**Clock network drawn from the DEF**

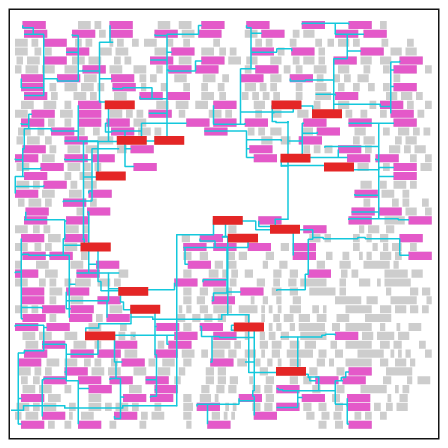
**Placement by cell class**

The bar under the picture is 50 um long.
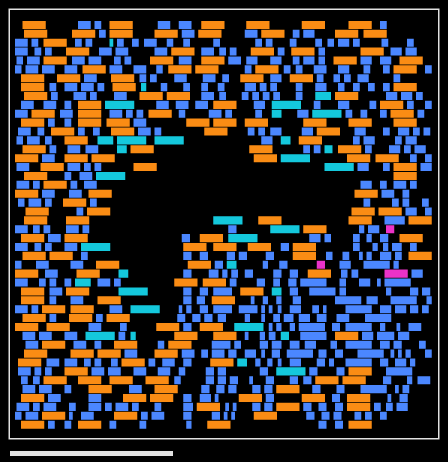
**Sequential cells grouped by signal name**

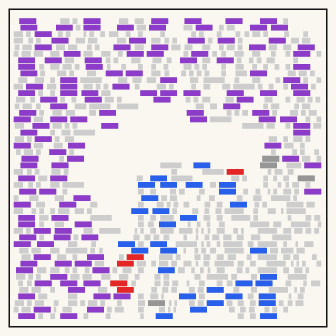
**Track usage over the die**

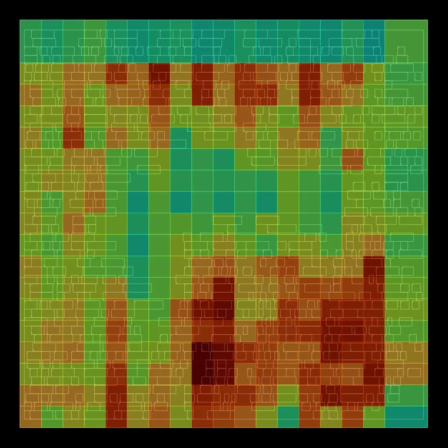
[config.mk]
export PLATFORM = sky130hd
export DESIGN_NAME = issue_scoreboard
export DESIGN_NICKNAME = d
export VERILOG_FILES = /design/src/rtl/issue_scoreboard.sv
export SDC_FILE = /design/constraint.sdc
export NUM_CORES = 1
export LEC_CHECK = 0
export CELL_PAD_IN_SITES_DETAIL_PLACEMENT = 1
export CELL_PAD_IN_SITES_GLOBAL_PLACEMENT = 1
export CORE_UTILIZATION = 47
export DETAILED_ROUTE_END_ITERATION = 6
export DONT_BUFFER_PORTS = 1
export HOLD_SLACK_MARGIN = 0.08
export PLACE_DENSITY = 0.83
export SLEW_MARGIN = 20
export SYNTH_ARGS = -nofsm -noshare
export SYNTH_HDL_FRONTEND = slang
export SYNTH_SLANG_ARGS = --single-unit
[constraint.sdc]
create_clock -name clk -period 5.5 [get_ports clk]
set_clock_uncertainty 0.2 [all_clocks]
set_input_delay 1.65 -clock clk [delete_from_list [all_inputs] [get_ports clk]]
set_output_delay 1.65 -clock clk [all_outputs]
set_load 0.02 [all_outputs]
[src/rtl/issue_scoreboard.sv]
// ---------------------------------------------------------------------------
// issue_scoreboard
//
// Issue-stage controller sitting between the instruction decoder and the
// execution units. It keeps one decoded instruction in an issue register,
// tracks outstanding register writebacks in a busy vector and stalls the
// decoder on RAW/WAW hazards. Serialising instructions (CSR, ecall, ebreak,
// mret, sret) only issue into an empty pipeline, and they block all further
// issue until execute reports that they have completed.
//
// Optional feature macro: SCOREBOARD_BYPASS_EN
//   When defined, a writeback retiring in the current cycle is already treated
//   as not busy by the hazard check and by the DRAIN exit test. A dependent
//   instruction can then transfer in the same cycle its producer writes back.
//   When undefined, only the registered busy vector is consulted.
//
// Ports:
//   clk, reset        clock, synchronous active-high reset
//   dec_*             decoder side: valid/ready handshake, source and
//                     destination register info, serialise flag, payload
//   iss_*             execute side: issue register valid/ready, payload and
//                     registered destination register info
//   wbk_valid_i/adr_i retiring writeback, clears the matching busy bit
//   serial_done_i     the serialised instruction has completed
//   flush_i           pipeline flush, highest priority after reset
//   busy_o            current busy vector (bit 0 is always 0)
//   state_o           FSM state: 00 RUN, 01 DRAIN, 10 SERIAL
// ---------------------------------------------------------------------------
module issue_scoreboard #(
  parameter int NB_REGS   = 32,
  parameter int PAYLOAD_W = 128
) (
  input  logic                 clk,
  input  logic                 reset,
  input  logic                 dec_valid_i,
  output logic                 dec_ready_o,
  input  logic                 dec_rs1_v_i,
  input  logic [4:0]           dec_rs1_adr_i,
  input  logic                 dec_rs2_v_i,
  input  logic [4:0]           dec_rs2_adr_i,
  input  logic                 dec_wbk_v_i,
  input  logic [4:0]           dec_wbk_adr_i,
  input  logic                 dec_serialize_i,
  input  logic [PAYLOAD_W-1:0] dec_payload_i,
  output logic                 iss_valid_o,
  input  logic                 iss_ready_i,
  output logic [PAYLOAD_W-1:0] iss_payload_o,
  output logic                 iss_wbk_v_o,
  output logic [4:0]           iss_wbk_adr_o,
  input  logic                 wbk_valid_i,
  input  logic [4:0]           wbk_adr_i,
  input  logic                 serial_done_i,
  input  logic                 flush_i,
  output logic [NB_REGS-1:0]   busy_o,
  output logic [1:0]           state_o
);

  typedef enum logic [1:0] {
    RUN    = 2'b00,
    DRAIN  = 2'b01,
    SERIAL = 2'b10
  } state_t;

  state_t               state_q;
  logic [NB_REGS-1:0]   busy_q;
  logic [NB_REGS-1:0]   busy_chk;
  logic [NB_REGS-1:0]   busy_n;
  logic [NB_REGS-1:0]   clear_mask;
  logic [NB_REGS-1:0]   set_mask;
  logic                 iss_valid_q;
  logic [PAYLOAD_W-1:0] iss_payload_q;
  logic                 iss_wbk_v_q;
  logic [4:0]           iss_wbk_adr_q;

  logic rs1_hit;
  logic rs2_hit;
  logic rd_hit;
  logic hazard;
  logic pipe_empty;
  logic drain_empty;
  logic slot_free;
  logic serial_block;
  logic dec_ready;
  logic transfer;
  logic drain;

  // One-hot of the retiring writeback register.
  always_comb begin
    clear_mask = '0;
    if (wbk_valid_i) begin
      clear_mask[wbk_adr_i] = 1'b1;
    end
  end

  // Busy view used for hazard detection and the DRAIN exit test.
`ifdef SCOREBOARD_BYPASS_EN
  assign busy_chk = busy_q & ~clear_mask;
`else
  assign busy_chk = busy_q;
`endif

  // Register 0 is hardwired, so it never participates in hazards.
  assign rs1_hit = dec_rs1_v_i & (dec_rs1_adr_i != 5'd0) & busy_chk[dec_rs1_adr_i];
  assign rs2_hit = dec_rs2_v_i & (dec_rs2_adr_i != 5'd0) & busy_chk[dec_rs2_adr_i];
  assign rd_hit  = dec_wbk_v_i & (dec_wbk_adr_i != 5'd0) & busy_chk[dec_wbk_adr_i];
  assign hazard  = rs1_hit | rs2_hit | rd_hit;

  // RUN decides DRAIN vs. direct serial issue on the registered state, while
  // DRAIN may leave one cycle early when the bypass is enabled.
  assign pipe_empty   = (busy_q == '0) & ~iss_valid_q;
  assign drain_empty  = (busy_chk == '0) & ~iss_valid_q;
  assign slot_free    = ~iss_valid_q | iss_ready_i;
  assign serial_block = dec_serialize_i & ~pipe_empty;

  assign dec_ready = (state_q == RUN) & ~reset & ~flush_i & ~hazard
                   & slot_free & ~serial_block;
  assign transfer  = dec_valid_i & dec_ready;
  assign drain     = iss_valid_q & iss_ready_i;

  // Next busy vector: retire first, then set, so a same-cycle set wins.
  always_comb begin
    set_mask = '0;
    if (transfer && dec_wbk_v_i && (dec_wbk_adr_i != 5'd0)) begin
      set_mask[dec_wbk_adr_i] = 1'b1;
    end
    busy_n    = (busy_q & ~clear_mask) | set_mask;
    busy_n[0] = 1'b0;
  end

  // Issue register, busy vector and serialisation FSM. A flush clears all
  // in-flight tracking but keeps the stale payload; reset also zeroes it.
  always_ff @(posedge clk) begin
    if (reset) begin
      state_q       <= RUN;
      busy_q        <= '0;
      iss_valid_q   <= 1'b0;
      iss_payload_q <= '0;
      iss_wbk_v_q   <= 1'b0;
      iss_wbk_adr_q <= 5'd0;
    end else if (flush_i) begin
      state_q     <= RUN;
      busy_q      <= '0;
      iss_valid_q <= 1'b0;
      iss_wbk_v_q <= 1'b0;
    end else begin
      busy_q <= busy_n;

      if (transfer) begin
        iss_valid_q   <= 1'b1;
        iss_payload_q <= dec_payload_i;
        iss_wbk_v_q   <= dec_wbk_v_i;
        iss_wbk_adr_q <= dec_wbk_adr_i;
      end else if (drain) begin
        iss_valid_q <= 1'b0;
      end

      case (state_q)
        RUN: begin
          if (dec_valid_i && dec_serialize_i && !pipe_empty) begin
            state_q <= DRAIN;
          end else if (transfer && dec_serialize_i) begin
            state_q <= SERIAL;
          end
        end
        DRAIN: begin
          if (drain_empty) begin
            state_q <= RUN;
          end
        end
        SERIAL: begin
          if (serial_done_i) begin
            state_q <= RUN;
          end
        end
        default: state_q <= RUN;
      endcase
    end
  end

  assign dec_ready_o   = dec_ready;
  assign iss_valid_o   = iss_valid_q;
  assign iss_payload_o = iss_payload_q;
  assign iss_wbk_v_o   = iss_wbk_v_q;
  assign iss_wbk_adr_o = iss_wbk_adr_q;
  assign busy_o        = busy_q;
  assign state_o       = state_q;

endmodule
==> Slide: Implementation Results <==
Implementation Results

Die
  • Die Height: 131.1 um
  • Pre-Place Util: 48.75%
  • Die X: 131.1 um

Cells and area
  • Layout area overhead: 7.880%
  • Fill count: 1,705
  • Share of cells above drive strength 1: 23.62%
  • Gate Area: 0.004208 mm^2
  • Layout non-clock buf frac: 0.4149%

Drt
  • Routed len/inst: 24.78 um

Setup path
  • CP required: 3.65 ns
  • Crit-path max cell delay: 0.49 ns
  • Crit path launch: dec_wbk_adr_i[0]
  • Worst setup EP type: output port
  • Worst setup SP type: input port

STA
  • Rel. slew slack: 39.56%
  • Unrepaired setup endpoints after global routing: no

Power
  • Main power group: registers
  • Leakage: 3.165 nW

Clock tree
  • Clk slew on worst S/H paths: 0.07 ns
  • Post-CTS Hold Buffers: 0

Logic synthesis
  • MUX share of area: 25.98%
  • #FFs+latches synth: 168
  • Ys async rst share: 0%

GRT
  • Global-route wire length before repair: 33.38 mm
  • Number of global-route vias before repair: 6,031

Run
  • Tool warning count: 30

Outcome
  • Run status: finished, final reports clean
About 'clock network drawn from the DEF':
Key: flip-flops = magenta [count 168]; clock drivers = red [count 17]; clock wires = cyan [length 2,010 um]
Position of the flops: all over the die. There are 18 routed clock nets.
Clk pwr share: 42.6%
clock group total power: 0.00113 W
clk ins delay skew pair: 0.42 ns

About 'placement by cell class':
Key: clock drivers and dummy loads = cyan [cells 32]; combinational and other logic = blue [cells 504]; other buffers and delay cells = magenta [cells 3]; flops = orange [cells 168]
design area: 0.008444 mm^2
Seq/total area: 39.83%
Site Rows: 46
final core utilization: 52.59%

About 'sequential cells grouped by signal name':
Key: iss_wbk_adr_o = red [flops 5]; iss_payload_o = purple [flops 128, where all over the die]; busy_o = blue [flops 31]
sequential power: 0.00136 W
Flop area: 0.003363 mm^2

About 'track usage over the die':
met2 usage in global routing: 44.60%
Most Used Layer, Global Route: met2

[through the flow]
stage / worst slack (ns) / hold WS [ns] / cell area (um^2) / total power [W] / std cells
after floorplan: 0.3295 / 0.3369 / 7828 / 0.001532 / 726
after global placement: 0.3838 / 0.3565 / 7888 / 0.001532 / 891
after detailed placement: 0.2872 / 0.3659 / 7888 / 0.001544 / 891
after CTS: 0.2219 / 0.3745 / 8444 / 0.002666 / 923
after global routing: 0.2014 / 0.3864 / 8444 / 0.002726 / 923
final: 0.1941 / 0.3757 / 8444 / 0.002644 / 923
[flip-flops by register name (all words and copies together), names as in the netlist]
name	cells
busy_o	31
iss_wbk_adr_o	5
iss_payload_o	128
state_o	2
iss_valid_o	1
iss_wbk_v_o	1
Power is estimated from default activity; no workload was simulated.
